===== src/rtl/spi_xfer_arbiter.sv =====
// Round-robin arbiter that shares a single SPI transfer engine among N_REQ
// requesters. Launches one word per grant, returns the received word (or a
// timeout error) to the owner, then enforces an idle gap before the next launch.
module spi_xfer_arbiter #(
    parameter int unsigned N_REQ          = 2,
    parameter int unsigned DATA_W         = 8,
    parameter int unsigned GAP_CYCLES     = 2,
    parameter int unsigned TIMEOUT_CYCLES = 1024
) (
    input  logic                      clk,
    input  logic                      rst_b,
    input  logic [N_REQ-1:0]          req,
    input  logic [N_REQ*DATA_W-1:0]   req_data,
    output logic [N_REQ-1:0]          gnt,
    output logic [N_REQ-1:0]          rsp_valid,
    output logic [DATA_W-1:0]         rsp_data,
    output logic                      rsp_err,
    output logic                      spi_start,
    output logic [DATA_W-1:0]         spi_tx_data,
    input  logic                      spi_busy,
    input  logic                      spi_done,
    input  logic [DATA_W-1:0]         spi_rx_data
);

    localparam int unsigned OwnW = (N_REQ > 2) ? $clog2(N_REQ) : 1;
    localparam int unsigned TmrW = $clog2(TIMEOUT_CYCLES + 1);
    localparam int unsigned GapW = (GAP_CYCLES > 0) ? $clog2(GAP_CYCLES + 1) : 1;

    localparam logic [OwnW-1:0] PtrRst = OwnW'(N_REQ - 1);
    localparam logic [TmrW-1:0] TmrMax = TmrW'(TIMEOUT_CYCLES);
    localparam logic [GapW-1:0] GapMax = GapW'(GAP_CYCLES);

    typedef enum logic [2:0] {StIdle, StIssue, StWait, StResp, StGap} state_e;

    state_e              state_q, state_d;
    logic [OwnW-1:0]     ptr_q, ptr_d;
    logic [OwnW-1:0]     owner_q, owner_d;
    logic [DATA_W-1:0]   tx_q, tx_d;
    logic [DATA_W-1:0]   rsp_data_q, rsp_data_d;
    logic                rsp_err_q, rsp_err_d;
    logic [TmrW-1:0]     timer_q, timer_d;
    logic [GapW-1:0]     gap_q, gap_d;

    logic                found;
    logic [OwnW-1:0]     pick;
    logic [DATA_W-1:0]   pick_data;

    // Round-robin pick: first set request strictly after ptr, then wrap to 0..ptr
    always_comb begin
        found     = 1'b0;
        pick      = '0;
        pick_data = '0;
        for (int j = 0; j < N_REQ; j++) begin
            if (!found && req[j] && (j > int'(ptr_q))) begin
                found     = 1'b1;
                pick      = OwnW'(j);
                pick_data = req_data[j*DATA_W +: DATA_W];
            end
        end
        for (int j = 0; j < N_REQ; j++) begin
            if (!found && req[j] && (j <= int'(ptr_q))) begin
                found     = 1'b1;
                pick      = OwnW'(j);
                pick_data = req_data[j*DATA_W +: DATA_W];
            end
        end
    end

    // State register
    always_ff @(posedge clk or negedge rst_b) begin
        if (!rst_b) begin
            state_q <= StIdle;
        end else begin
            state_q <= state_d;
        end
    end

    // Datapath registers: pointer, owner, latched words, timers
    always_ff @(posedge clk or negedge rst_b) begin
        if (!rst_b) begin
            ptr_q      <= PtrRst;
            owner_q    <= '0;
            tx_q       <= '0;
            rsp_data_q <= '0;
            rsp_err_q  <= 1'b0;
            timer_q    <= '0;
            gap_q      <= '0;
        end else begin
            ptr_q      <= ptr_d;
            owner_q    <= owner_d;
            tx_q       <= tx_d;
            rsp_data_q <= rsp_data_d;
            rsp_err_q  <= rsp_err_d;
            timer_q    <= timer_d;
            gap_q      <= gap_d;
        end
    end

    // Next-state and datapath update
    always_comb begin
        state_d    = state_q;
        ptr_d      = ptr_q;
        owner_d    = owner_q;
        tx_d       = tx_q;
        rsp_data_d = rsp_data_q;
        rsp_err_d  = rsp_err_q;
        timer_d    = timer_q;
        gap_d      = gap_q;
        unique case (state_q)
            StIdle: begin
                if (found && !spi_busy) begin
                    owner_d = pick;
                    tx_d    = pick_data;
                    state_d = StIssue;
                end
            end
            StIssue: begin
                ptr_d   = owner_q;
                timer_d = TmrW'(1);
                state_d = StWait;
            end
            StWait: begin
                // A done pulse on the final timer cycle still counts as success
                if (spi_done) begin
                    rsp_data_d = spi_rx_data;
                    rsp_err_d  = 1'b0;
                    state_d    = StResp;
                end else if (timer_q == TmrMax) begin
                    rsp_data_d = '0;
                    rsp_err_d  = 1'b1;
                    state_d    = StResp;
                end else begin
                    timer_d = timer_q + TmrW'(1);
                end
            end
            StResp: begin
                if (GAP_CYCLES == 0) begin
                    state_d = StIdle;
                end else begin
                    gap_d   = GapW'(1);
                    state_d = StGap;
                end
            end
            StGap: begin
                if (gap_q >= GapMax) begin
                    state_d = StIdle;
                end else begin
                    gap_d = gap_q + GapW'(1);
                end
            end
            default: state_d = StIdle;
        endcase
    end

    // Outputs decoded from state and owner
    always_comb begin
        spi_start   = (state_q == StIssue);
        spi_tx_data = tx_q;
        rsp_data    = rsp_data_q;
        rsp_err     = rsp_err_q;
        gnt         = '0;
        rsp_valid   = '0;
        for (int j = 0; j < N_REQ; j++) begin
            gnt[j]       = (state_q == StIssue) && (int'(owner_q) == j);
            rsp_valid[j] = (state_q == StResp) && (int'(owner_q) == j);
        end
    end

endmodule


===== config.mk =====
export PLATFORM = sky130hd
export DESIGN_NAME = spi_xfer_arbiter
export DESIGN_NICKNAME = d
export VERILOG_FILES = /design/src/rtl/spi_xfer_arbiter.sv
export SDC_FILE = /design/constraint.sdc
export NUM_CORES = 1
export LEC_CHECK = 0
export CAP_MARGIN = 20
export CELL_PAD_IN_SITES_DETAIL_PLACEMENT = 0
export CELL_PAD_IN_SITES_GLOBAL_PLACEMENT = 1
export CORE_MARGIN = 4
export CORE_UTILIZATION = 39
export DETAILED_ROUTE_END_ITERATION = 8
export MAX_ROUTING_LAYER = met4
export PLACE_DENSITY_LB_ADDON = 0.12
export SLEW_MARGIN = 20
export SYNTH_ARGS = -nofsm -noshare
export SYNTH_HDL_FRONTEND = slang
export SYNTH_SLANG_ARGS = --single-unit

===== constraint.sdc =====
create_clock -name clk -period 5.75 [get_ports clk]
set_input_delay 1.15 -clock clk [delete_from_list [all_inputs] [get_ports clk]]
set_output_delay 1.15 -clock clk [all_outputs]
set_load 0.1 [all_outputs]

Run 1, placed standard cells:
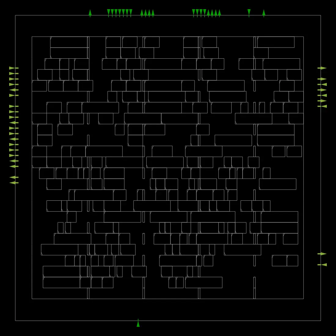
Taps Inserted: 52
core area: 4410 um^2
fill count: 403
Util after Layout: 0.550

Run 1, metal 3:
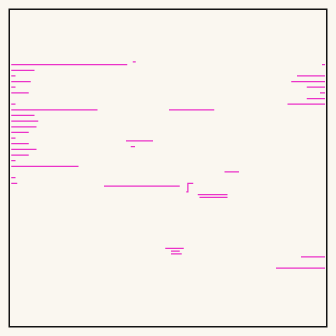
The layer holds 5.3% of the routed length. The wires run mostly horizontal. 37 nets have wire on it. The layer carries 231 um of wire. The longest straight run is 27.6 um.

==> impl_metrics.env, run 1 <==
# source this file to load flow results
export IMPL_netlist_instances=166
export IMPL_yosysMostFrequentCell="dfrtp_1"
export IMPL_grt_overflow_total=0
export IMPL_syn_area_um2=1810
export IMPL_final_clk_cell_share=0.0484
export IMPL_slew_limit_headroom=0.335
export IMPL_critPathMaxFanout=13
export IMPL_worst_ep_arrival_time_ns=2.99
export IMPL_fin_nets=249
export IMPL_cts_root_buf="clkbuf_8"
export IMPL_end_kind="output port"
export IMPL_num_antenna_cells=0
export IMPL_chip_area_um2=5780
export IMPL_status="complete, no violations"
export IMPL_mostFrequentLayoutCell="clkdlybuf4s50_1"
export IMPL_final_cell_mix="51 x clkdlybuf4s50_1, 34 x dfrtp_1, 11 x and3_1, 11 x nand2_1"
export IMPL_routabilityCongestion=0.779
export IMPL_path_clk_slew_ns=0.07
export IMPL_r2r_cells=4
export IMPL_postCtsHoldBufs=0
export IMPL_async_flop_share=1.00
export IMPL_r2r_end="timer_q[9]"
export IMPL_flops=35
export IMPL_fp_nets=199
export IMPL_hp_class="reg -> reg"
export IMPL_num_vias=1548
export IMPL_regMostFlops="timer_q"
export IMPL_max_freq_mhz=241
export IMPL_clock_sink_count=35
export IMPL_dpl_cell_count=261
export IMPL_drt_wl_total_um=4350
export IMPL_worst_setup_path_type="reg -> out"
export IMPL_cts_tree="built"
export IMPL_cp_start_kind="flop"
export IMPL_fin_cells=269
export IMPL_syn2layout_area_growth_pct=34.5
export IMPL_edf_count=0
export IMPL_avgSynthCellArea_um2=10.9
export IMPL_ys_cells=166
export IMPL_viasPerCell=5.75
export IMPL_grt_pass1_vias=1568
export IMPL_clock_skew_ns=0.00658
export IMPL_ys_area_um2=1810
export IMPL_fin_setup_tns_ns=0
export IMPL_min_period_ns=4.14
export IMPL_drive_above_1_share=0.101
export IMPL_critPathSlowestCell="clkdlybuf4s50_1"
export IMPL_grt_total_usage=0.159
Run 1, ports around the boundary:
Pins as bars across the die edge, other pins in grey.
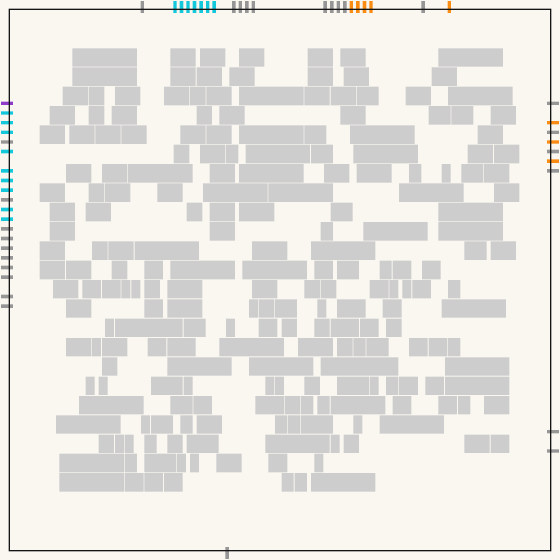
rsp_data: in orange, pins 8, direction output, edge 5 top, 3 right. req_data: in cyan, pins 16, direction input, edge 9 left, 7 top. clk: in purple, pins 1, direction input, edge left.
All pins by edge: 22 top, 20 left, 9 right, 1 bottom.
IO buf count: 51
DIE WIDTH: 76.0 um

run 1: cells by family after synthesis:
kind of cell,Yosys count,share of synthesized area
adders and majority gates,3,0.0208
AOI/OAI and AO/OA,48,0.204
buffers and inverters,17,0.0631
muxes,1,0.00554
and+or+nand+nor,62,0.220
DFF,35,0.486
run 1: layer usage:
metal | GRT usage | up-vias | routed length [um]
met5 | - | - | 0
met4 | 0.0391 | 0 | 38
met3 | 0.0449 | 4 | 230
met2 | 0.252 | 49 | 2150
met1 | 0.200 | 759 | 1930
li1 | - | 736 | -
run 1: metrics by stage:
step / setup slack, ns / hold WS, ns / area [um^2] / power (uW)
2_1_floorplan: 1.97 / 0.494 / 1810 / 1110
3_3_place_gp: 1.98 / 0.484 / 2300 / 1280
3_5_place_dp: 1.93 / 0.489 / 2300 / 1300
4_1_cts: 1.61 / 0.515 / 2420 / 1530
5_1_grt: 1.48 / 0.529 / 2430 / 1590
6_report: 1.61 / 0.507 / 2430 / 1520
run 1: worst max path at each step:
stage          startpoint  endpoint  cells past startpoint
2_1_floorplan  state_q[2]    gnt[1]                      5
3_3_place_gp   state_q[0]    gnt[1]                      4
3_5_place_dp   state_q[0]    gnt[1]                      4
4_1_cts        state_q[0]    gnt[1]                      4
5_1_grt        state_q[0]    gnt[1]                      4
6_report       state_q[0]    gnt[1]                      4
run 1: critical path: cells and delay by family (launching register included):
| kind | cells | cell delay [ns] |
|---|---|---|
| and+or+nand+nor | 2 | 0.78 |
| buffers and inverters | 2 | 1.36 |
| DFF | 1 | 0.57 |
run 1: where the power goes:
| group | internal [uW] | switching [uW] |
|---|---|---|
| Sequential | 330 | 73.7 |
| Combinational | 236 | 650 |
| Clock | 140 | 88.3 |
| Total | 707 | 812 |
==> inputs of run 2 (changes only) <==
- CORE_UTILIZATION: 39 -> 36
- clock period: 5.75 -> 4.1 ns (I/O delays scaled with it)
Run 2, ports around the boundary:
Pins as bars across the die edge, other pins in grey.
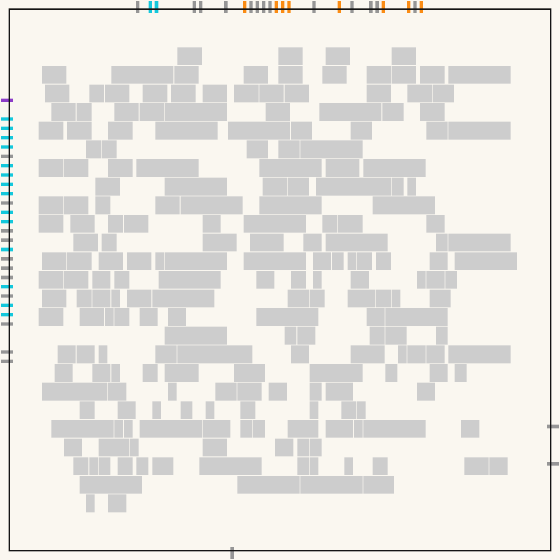
clk: in purple, pins 1, direction input, edge left. rsp_data: in orange, pins 8, direction output, edge top. req_data: in cyan, pins 16, direction input, edge 14 left, 2 top.
All pins by edge: 26 left, 23 top, 2 right, 1 bottom.
DIE WIDTH: 78.8 um
die y size: 78.8 um

==> impl_metrics.env, run 2 <==
# source this file to load flow results
export IMPL_r2r_cells=3
export IMPL_pre_cts_slack_ns=1.20
export IMPL_routabilityCongestion=0.790
export IMPL_num_vias=1511
export IMPL_edf_count=0
export IMPL_syn_area_um2=1810
export IMPL_fp_nets=199
export IMPL_p_seq_frac=0.262
export IMPL_ys_cells=166
export IMPL_grt_total_usage=0.156
export IMPL_avgSynthCellArea_um2=10.9
export IMPL_ys_area_um2=1810
export IMPL_mostFrequentLayoutCell="clkdlybuf4s50_1"
export IMPL_grt_overflow_total=0
export IMPL_viasPerCell=5.32
export IMPL_cts_tree="built"
export IMPL_yosysMostFrequentCell="dfrtp_1"
export IMPL_status="complete, no violations"
export IMPL_fin_setup_tns_ns=0
export IMPL_critPathMaxFanout=13
export IMPL_r2r_end="spi_tx_data[4]"
export IMPL_chip_area_um2=6210
export IMPL_syn2layout_area_growth_pct=35.6
export IMPL_postCtsHoldBufs=0
export IMPL_final_area_um2=2450
export IMPL_final_cell_mix="46 x clkdlybuf4s50_1, 34 x dfrtp_1, 11 x and3_1, 11 x nand2_1"
export IMPL_intPower_uw=1030
export IMPL_fin_nets=249
export IMPL_p_total_uw=2180
export IMPL_netlist_instances=166
export IMPL_pg_seq_uw=572
export IMPL_grt_pass1_vias=1560
run 2: cell counts after synthesis:
Identical to the previous run, type by type.
run 2: area by class of cell:
cell class                 count  area (um^2)  share of cell area
timing repair buffer          52          505               0.207
multi-input combinational    114          815               0.333
inverter                       8         30.0              0.0123
clock buffer                   5         68.8              0.0281
clock inverter                 3         67.6              0.0276
sequential                    35          877               0.358
tap                           67         83.8              0.0343
run 2: kinds of logic (layout without fill, tap and decap cells):
logic type / count (synthesis) / in the layout / share of synthesized area
AND/OR/NAND/NOR: 62 / 62 / 0.220
buffers and inverters: 17 / 68 / 0.0631
AND-OR/OR-AND: 48 / 48 / 0.204
flip-flops: 35 / 35 / 0.486
multiplexers: 1 / 1 / 0.00554
adder cells (fa/ha/maj): 3 / 3 / 0.0208
run 2: worst max-delay path by stage:
stage	slack (ns)	start	cells after the start	end
after floorplan	0.65	state_q[2]	5	gnt[1]
after global placement	1.35	req[1]	5	spi_tx_data[1]
after detailed placement	1.20	req[0]	5	spi_tx_data[6]
after CTS	1.03	state_q[0]	4	gnt[1]
after global routing	0.91	state_q[0]	4	gnt[1]
final	1.05	state_q[0]	4	gnt[1]
run 2: worst max-delay path: stages, from the launching register on:
cell      delay, ns
dfrtp_1        0.58
or3b_2         0.62
clkinv_1       0.24
and2_1         0.20
buf_4          0.30
run 2: metal layers:
| metal | up-vias | part of all wire | track usage |
|---|---|---|---|
| li1 | 735 | - | - |
| met1 | 734 | 0.47 | 0.197 |
| met2 | 36 | 0.48 | 0.244 |
| met3 | 6 | 0.046 | 0.0465 |
| met4 | 0 | 0.0094 | 0.0481 |
| met5 | - | 0 | - |
Power is estimated from default activity; no workload was simulated.
